**src/rtl/alu_ex_if.sv**
```systemverilog
// Handshake bundle between the decode/issue side, the execute stage and the
// memory stage. The perf counter signals exist only when ALU_PERF_CNT_EN is
// defined.
interface alu_ex_if #(
    parameter int XLEN   = 32,
    parameter int REG_AW = 5
);
    logic              in_valid;
    logic              in_ready;
    logic [3:0]        alu_op;
    logic [XLEN-1:0]   op_a;
    logic [XLEN-1:0]   op_b;
    logic [REG_AW-1:0] rd_in;
    logic              reg_write_in;
    logic [XLEN-1:0]   branch_target_in;
    logic              flush;
    logic              out_valid;
    logic              out_ready;
    logic [XLEN-1:0]   alu_result;
    logic              zero;
    logic [REG_AW-1:0] rd_out;
    logic              reg_write_out;
    logic              branch_taken;
    logic [XLEN-1:0]   branch_target;
`ifdef ALU_PERF_CNT_EN
    logic [31:0]       perf_retired;
    logic [31:0]       perf_br_taken;
`endif

    // Upstream/downstream environment view.
    modport master (
        output in_valid, alu_op, op_a, op_b, rd_in, reg_write_in,
               branch_target_in, flush, out_ready,
        input  in_ready, out_valid, alu_result, zero, rd_out,
               reg_write_out, branch_taken, branch_target
`ifdef ALU_PERF_CNT_EN
        , input perf_retired, perf_br_taken
`endif
    );

    // Execute stage view.
    modport slave (
        input  in_valid, alu_op, op_a, op_b, rd_in, reg_write_in,
               branch_target_in, flush, out_ready,
        output in_ready, out_valid, alu_result, zero, rd_out,
               reg_write_out, branch_taken, branch_target
`ifdef ALU_PERF_CNT_EN
        , output perf_retired, perf_br_taken
`endif
    );
endinterface

```
**src/rtl/alu_execute_stage.sv**
```systemverilog
// Execute stage: ALU (arith/logic/shift/compare) plus branch decision,
// registered into an EX/MEM slot with valid/ready back-pressure and flush.
// Optional feature macro: ALU_PERF_CNT_EN adds retired / taken-branch
// transfer counters on the interface.
module alu_execute_stage #(
    parameter int XLEN   = 32,
    parameter int REG_AW = 5
) (
    input  logic     clk,
    input  logic     rst,
    alu_ex_if.slave  bus
);
    localparam logic [3:0] OP_ADD  = 4'b0000;
    localparam logic [3:0] OP_SUB  = 4'b0001;
    localparam logic [3:0] OP_AND  = 4'b0010;
    localparam logic [3:0] OP_OR   = 4'b0011;
    localparam logic [3:0] OP_XOR  = 4'b0100;
    localparam logic [3:0] OP_SLL  = 4'b0101;
    localparam logic [3:0] OP_SRL  = 4'b0110;
    localparam logic [3:0] OP_SRA  = 4'b0111;
    localparam logic [3:0] OP_SLT  = 4'b1000;
    localparam logic [3:0] OP_SLTU = 4'b1001;
    localparam logic [3:0] OP_BEQ  = 4'b1010;
    localparam logic [3:0] OP_BNE  = 4'b1011;
    localparam logic [3:0] OP_BLT  = 4'b1100;
    localparam logic [3:0] OP_BGE  = 4'b1101;
    localparam logic [3:0] OP_BLTU = 4'b1110;
    localparam logic [3:0] OP_BGEU = 4'b1111;

    // Every opcode from BEQ upward is a branch compare.
    function automatic logic is_branch(input logic [3:0] op);
        return (op >= OP_BEQ);
    endfunction

    // Branch condition from the three primitive compares.
    function automatic logic branch_cond(input logic [3:0] op,
                                         input logic       eq,
                                         input logic       lt_s,
                                         input logic       lt_u);
        logic c;
        c = 1'b0;
        case (op)
            OP_BEQ:  c = eq;
            OP_BNE:  c = !eq;
            OP_BLT:  c = lt_s;
            OP_BGE:  c = !lt_s;
            OP_BLTU: c = lt_u;
            OP_BGEU: c = !lt_u;
            default: c = 1'b0;
        endcase
        return c;
    endfunction

    logic signed [XLEN-1:0] a_s;
    logic signed [XLEN-1:0] b_s;
    logic signed [XLEN-1:0] sra_v;
    logic [4:0]             shamt;
    logic                   eq;
    logic                   lt_s;
    logic                   lt_u;
    logic                   br_op;
    logic                   cond;
    logic [XLEN-1:0]        result;

    assign a_s   = bus.op_a;
    assign b_s   = bus.op_b;
    assign shamt = bus.op_b[4:0];
    assign sra_v = a_s >>> shamt;
    assign eq    = (bus.op_a == bus.op_b);
    assign lt_s  = (a_s < b_s);
    assign lt_u  = (bus.op_a < bus.op_b);
    assign br_op = is_branch(bus.alu_op);
    assign cond  = branch_cond(bus.alu_op, eq, lt_s, lt_u);

    // ALU result for the incoming instruction.
    always_comb begin
        result = '0;
        case (bus.alu_op)
            OP_ADD:  result = bus.op_a + bus.op_b;
            OP_SUB:  result = bus.op_a - bus.op_b;
            OP_AND:  result = bus.op_a & bus.op_b;
            OP_OR:   result = bus.op_a | bus.op_b;
            OP_XOR:  result = bus.op_a ^ bus.op_b;
            OP_SLL:  result = bus.op_a << shamt;
            OP_SRL:  result = bus.op_a >> shamt;
            OP_SRA:  result = sra_v;
            OP_SLT:  result = {{(XLEN-1){1'b0}}, lt_s};
            OP_SLTU: result = {{(XLEN-1){1'b0}}, lt_u};
            default: result = {{(XLEN-1){1'b0}}, cond};
        endcase
    end

    // EX/MEM register state.
    logic              out_valid_q, out_valid_d;
    logic [XLEN-1:0]   alu_result_q, alu_result_d;
    logic              zero_q, zero_d;
    logic [REG_AW-1:0] rd_q, rd_d;
    logic              reg_write_q, reg_write_d;
    logic              br_taken_q, br_taken_d;
    logic [XLEN-1:0]   br_target_q, br_target_d;
    logic              in_ready;
    logic              capture;
    logic              transfer;

    // Accept whenever the slot is empty or being drained this cycle.
    assign in_ready = !out_valid_q || bus.out_ready;
    assign capture  = bus.in_valid && in_ready && !bus.flush;
    assign transfer = out_valid_q && bus.out_ready && !bus.flush;

    // Next-state: flush beats capture, capture beats drain, else hold.
    always_comb begin
        out_valid_d  = out_valid_q;
        alu_result_d = alu_result_q;
        zero_d       = zero_q;
        rd_d         = rd_q;
        reg_write_d  = reg_write_q;
        br_taken_d   = br_taken_q;
        br_target_d  = br_target_q;
        if (bus.flush) begin
            out_valid_d = 1'b0;
            reg_write_d = 1'b0;
            br_taken_d  = 1'b0;
        end else if (capture) begin
            out_valid_d  = 1'b1;
            alu_result_d = result;
            zero_d       = (result == '0);
            rd_d         = bus.rd_in;
            reg_write_d  = bus.reg_write_in && !br_op;
            br_taken_d   = br_op && cond;
            br_target_d  = bus.branch_target_in;
        end else if (out_valid_q && bus.out_ready) begin
            out_valid_d = 1'b0;
        end
    end

    // EX/MEM register with asynchronous reset.
    always_ff @(posedge clk or posedge rst) begin
        if (rst) begin
            out_valid_q  <= 1'b0;
            alu_result_q <= '0;
            zero_q       <= 1'b0;
            rd_q         <= '0;
            reg_write_q  <= 1'b0;
            br_taken_q   <= 1'b0;
            br_target_q  <= '0;
        end else begin
            out_valid_q  <= out_valid_d;
            alu_result_q <= alu_result_d;
            zero_q       <= zero_d;
            rd_q         <= rd_d;
            reg_write_q  <= reg_write_d;
            br_taken_q   <= br_taken_d;
            br_target_q  <= br_target_d;
        end
    end

    assign bus.in_ready      = in_ready;
    assign bus.out_valid     = out_valid_q;
    assign bus.alu_result    = alu_result_q;
    assign bus.zero          = zero_q;
    assign bus.rd_out        = rd_q;
    assign bus.reg_write_out = reg_write_q;
    assign bus.branch_taken  = br_taken_q;
    assign bus.branch_target = br_target_q;

`ifdef ALU_PERF_CNT_EN
    logic [31:0] perf_ret_q, perf_ret_d;
    logic [31:0] perf_br_q, perf_br_d;

    // Counters advance only on real (non-squashed) transfers; wrap naturally.
    always_comb begin
        perf_ret_d = perf_ret_q;
        perf_br_d  = perf_br_q;
        if (transfer) begin
            perf_ret_d = perf_ret_q + 32'd1;
            if (br_taken_q) perf_br_d = perf_br_q + 32'd1;
        end
    end

    // Performance counter registers.
    always_ff @(posedge clk or posedge rst) begin
        if (rst) begin
            perf_ret_q <= '0;
            perf_br_q  <= '0;
        end else begin
            perf_ret_q <= perf_ret_d;
            perf_br_q  <= perf_br_d;
        end
    end

    assign bus.perf_retired  = perf_ret_q;
    assign bus.perf_br_taken = perf_br_q;
`else
    logic unused_transfer;
    assign unused_transfer = transfer;
`endif
endmodule

```
**src/flat_wrapper.sv**
```systemverilog
// flat-port wrapper written by rule: the top's interface ports become plain ports
module alu_execute_stage_flat 
#(
    parameter int XLEN   = 32,
    parameter int REG_AW = 5
)
  (clk, rst, bus_in_valid, bus_alu_op, bus_op_a, bus_op_b, bus_rd_in, bus_reg_write_in, bus_branch_target_in, bus_flush, bus_out_ready, bus_in_ready, bus_out_valid, bus_alu_result, bus_zero, bus_rd_out, bus_reg_write_out, bus_branch_taken, bus_branch_target);
  alu_ex_if #(.XLEN(XLEN), .REG_AW(REG_AW)) bus_i ();
  input  logic clk;
  input  logic rst;
  input wire logic [$bits(bus_i.in_valid)-1:0] bus_in_valid;
  input wire logic [$bits(bus_i.alu_op)-1:0] bus_alu_op;
  input wire logic [$bits(bus_i.op_a)-1:0] bus_op_a;
  input wire logic [$bits(bus_i.op_b)-1:0] bus_op_b;
  input wire logic [$bits(bus_i.rd_in)-1:0] bus_rd_in;
  input wire logic [$bits(bus_i.reg_write_in)-1:0] bus_reg_write_in;
  input wire logic [$bits(bus_i.branch_target_in)-1:0] bus_branch_target_in;
  input wire logic [$bits(bus_i.flush)-1:0] bus_flush;
  input wire logic [$bits(bus_i.out_ready)-1:0] bus_out_ready;
  output wire logic [$bits(bus_i.in_ready)-1:0] bus_in_ready;
  output wire logic [$bits(bus_i.out_valid)-1:0] bus_out_valid;
  output wire logic [$bits(bus_i.alu_result)-1:0] bus_alu_result;
  output wire logic [$bits(bus_i.zero)-1:0] bus_zero;
  output wire logic [$bits(bus_i.rd_out)-1:0] bus_rd_out;
  output wire logic [$bits(bus_i.reg_write_out)-1:0] bus_reg_write_out;
  output wire logic [$bits(bus_i.branch_taken)-1:0] bus_branch_taken;
  output wire logic [$bits(bus_i.branch_target)-1:0] bus_branch_target;
  assign bus_i.in_valid = bus_in_valid;
  assign bus_i.alu_op = bus_alu_op;
  assign bus_i.op_a = bus_op_a;
  assign bus_i.op_b = bus_op_b;
  assign bus_i.rd_in = bus_rd_in;
  assign bus_i.reg_write_in = bus_reg_write_in;
  assign bus_i.branch_target_in = bus_branch_target_in;
  assign bus_i.flush = bus_flush;
  assign bus_i.out_ready = bus_out_ready;
  assign bus_in_ready = bus_i.in_ready;
  assign bus_out_valid = bus_i.out_valid;
  assign bus_alu_result = bus_i.alu_result;
  assign bus_zero = bus_i.zero;
  assign bus_rd_out = bus_i.rd_out;
  assign bus_reg_write_out = bus_i.reg_write_out;
  assign bus_branch_taken = bus_i.branch_taken;
  assign bus_branch_target = bus_i.branch_target;
  alu_execute_stage #(.XLEN(XLEN), .REG_AW(REG_AW)) u_core (.clk(clk), .rst(rst), .bus(bus_i));
endmodule
```
**config.mk**
```make
export PLATFORM = sky130hd
export DESIGN_NAME = alu_execute_stage_flat
export DESIGN_NICKNAME = d
export VERILOG_FILES = /design/src/rtl/alu_ex_if.sv /design/src/rtl/alu_execute_stage.sv /design/src/flat_wrapper.sv
export SDC_FILE = /design/constraint.sdc
export NUM_CORES = 1
export LEC_CHECK = 0
export CAP_MARGIN = 30
export CORE_MARGIN = 2
export CORE_UTILIZATION = 45
export CTS_BUF_LIST = sky130_fd_sc_hd__clkbuf_16
export CTS_CLUSTER_DIAMETER = 150
export DETAILED_ROUTE_END_ITERATION = 7
export PLACE_DENSITY = 0.81
export SLEW_MARGIN = 20
export SYNTH_ARGS = -nofsm -noshare
export SYNTH_HDL_FRONTEND = slang
export SYNTH_SLANG_ARGS = --single-unit
```
**constraint.sdc**
```tcl
create_clock -name clk -period 2.75 [get_ports clk]
set_input_delay 0.825 -clock clk [delete_from_list [all_inputs] [get_ports clk]]
set_output_delay 0.825 -clock clk [all_outputs]
set_load 0.005 [all_outputs]
```
### Cell area per tile

Drawn at 2 px/um. 17 x 17 tiles, from dark blue (low) to red (high), 0 to 100% covered.
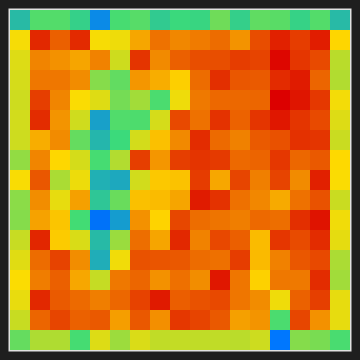
64% of the tiles are over 75% full. The mean over all tiles is 78%. The fullest tile reaches 100%.

==> qor.tcl <==
set qor(status) {finished, violations left}
set qor(violations_in_the_final_reports) {negative setup slack}
set qor(ys_seq_elements) 73
set qor(track_usage_pct) 48.6
set qor(cp_top_family) {AND-OR/OR-AND gates}
set qor(grt_max_degree) 75
set qor(final-clk-cell-share_pct) 1.19
set qor(finalInstanceArea_mm2) 0.0230
set qor(largestClassByArea) {combinational gates}
set qor(worst-slew-pin-transition_ps) 1120
set qor(clkSinkCount) 73
set qor(yosys.area.top_type_share_pct) 14.7
set qor(worstPathCellList) {buf_12 -> buf_6 -> buf_8 -> fa_2 -> a21o_1 -> a221o_1 -> a211oi_4 -> a21oi_2 -> buf_4 -> a31oi_1 -> and3_1 -> a311oi_2 -> nor4_4 -> and3_1 -> nand4_1 -> o41ai_2}
set qor(synth_simple_gate_area_share_pct) 24.4
set qor(power.internal_mw) 4.33
set qor(floorplan.io_pins) 185
set qor(max-cap-violations) 0
set qor(nNetsFinal) 2761
set qor(critPathBufInv) 4
set qor(timing.final.ws_setup_ps) -1610
set qor(cts_inserted_buffers) 9
set qor(cts_htree_levels) 3
set qor(startpoint) {bus_op_b[1]}
set qor(setup_viol) 31
set qor(cp_data_arrival_time_ps) 4580
set qor(initial_utilization_pct) 45.9
set qor(nClkBuffers) 9
set qor(worstPathRequired_ps) 2960
set qor(final_max_slew_viol_count) 0
set qor(gp_congestion) 1.12
set qor(cts_tree) {built}
set qor(largestPowerGroup) {combinational logic}
set qor(route.vias.total) 19600
set qor(vdd.ir_drop.worst_uv) 369
set qor(wl_per_cell_um) 27.3
set qor(setup_total_negative_slack_ps) -20470
set qor(layout_top_cells_excl_fill_tap) {661 x sky130_fd_sc_hd__buf_4, 265 x sky130_fd_sc_hd__nand2_1, 128 x sky130_fd_sc_hd__clkdlybuf4s50_1}
set qor(ys_async_sr_fraction_pct) 100
set qor(combinationalPowerShare_pct) 67.7
set qor(buffers) 953
set qor(tool_warnings) 94
set qor(dpl_worst_slack_ps) -2250
set qor(power_combinational_mw) 5.07
set qor(sequentialPower_mw) 1.36
set qor(holdPathStages) 2
set qor(worstRegToRegCells) 12
set qor(yosys.area_share.adder_pct) 10.1
set qor(critical-path-top-cell-by-count) {sky130_fd_sc_hd__and3_1}
set qor(grt_antenna_before_repair) 2
set qor(synth.cellmix.compoundShare_pct) 29.4
set qor(top_area_cell) {sky130_fd_sc_hd__dfrtp_1}
set qor(max_stage_delay_ps) 430
set qor(worst-path-stages) 16
set qor(mux_share_pct) 12.4
set qor(place_area_mm2) 0.0193
set qor(drt_drc_violations_left) 0
set qor(post_synth_most_frequent_cells) {282 x sky130_fd_sc_hd__nand2_1, 138 x sky130_fd_sc_hd__nor2_1, 103 x sky130_fd_sc_hd__a21oi_1}
set qor(hold_end) {u_core.bus.alu_result[8]}
set qor(netlist_instances) 1721
set qor(clock_latency_ps) 330
set qor(final_worst_clock_skew_ps) 6.52
set qor(yosys_cells) 1721
set qor(worstReg2RegStart) {u_core.bus.out_valid}
set qor(grt.overflow.total) 0
set qor(height_of_the_chip_um) 170
set qor(drtPass1Iterations) 6
set qor(cts.clk_slew.worst_paths_ps) 60
set qor(port_buffers) 184
set qor(synth_warnings) 0
set qor(multi_input_comb_cells) 1415
set qor(die_x_um) 170
set qor(lay_top_count) {sky130_fd_sc_hd__buf_4}
set qor(chipArea_mm2) 0.0289
set qor(final.period_utilization_pct) 159
set qor(edf_count) 0
### Placed standard cells

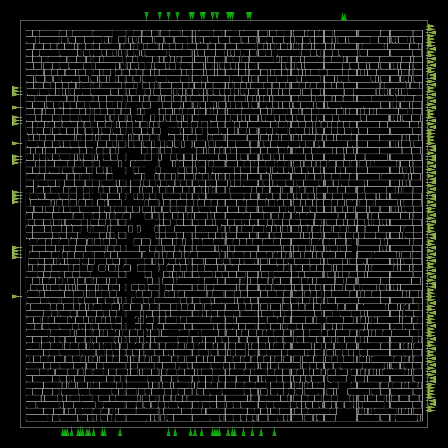
tally of filler cells in the layout: 1473
Post-Route Utilization: 85.1%
sequential cell area share: 7.95%
number of tap cells added at floorplan: 341
non-filler cells, final: 2898

-- per-layer routing --
metal | wire length [um] | vias to the layer above | track usage (%) | part of all wire [%]
met1 | 27300 | 9144 | 58.4 | 34
met4 | 7910 | 0 | 29.2 | 10
li1 | - | 8047 | - | -
met5 | 0 | - | 0 | 0
met2 | 33600 | 1801 | 79.0 | 42
met3 | 10500 | 624 | 11.3 | 13
-- what timing repair did --
action	CTS	global route
resized	472	167
setup buffers	107	51
cloned	0	2
pin swaps	134	118
endpoints found under the hold margin	0	0
setup endpoints to repair	35	34
hold buffers	0	0
-- registers in the layout, summed over array words and instances (netlist names) --
name                      flops
u_core.bus.out_valid          1
u_core.bus.reg_write_out      1
u_core.bus.zero               1
u_core.bus.alu_result        32
u_core.bus.rd_out             5
u_core.bus.branch_target     32
u_core.bus.branch_taken       1
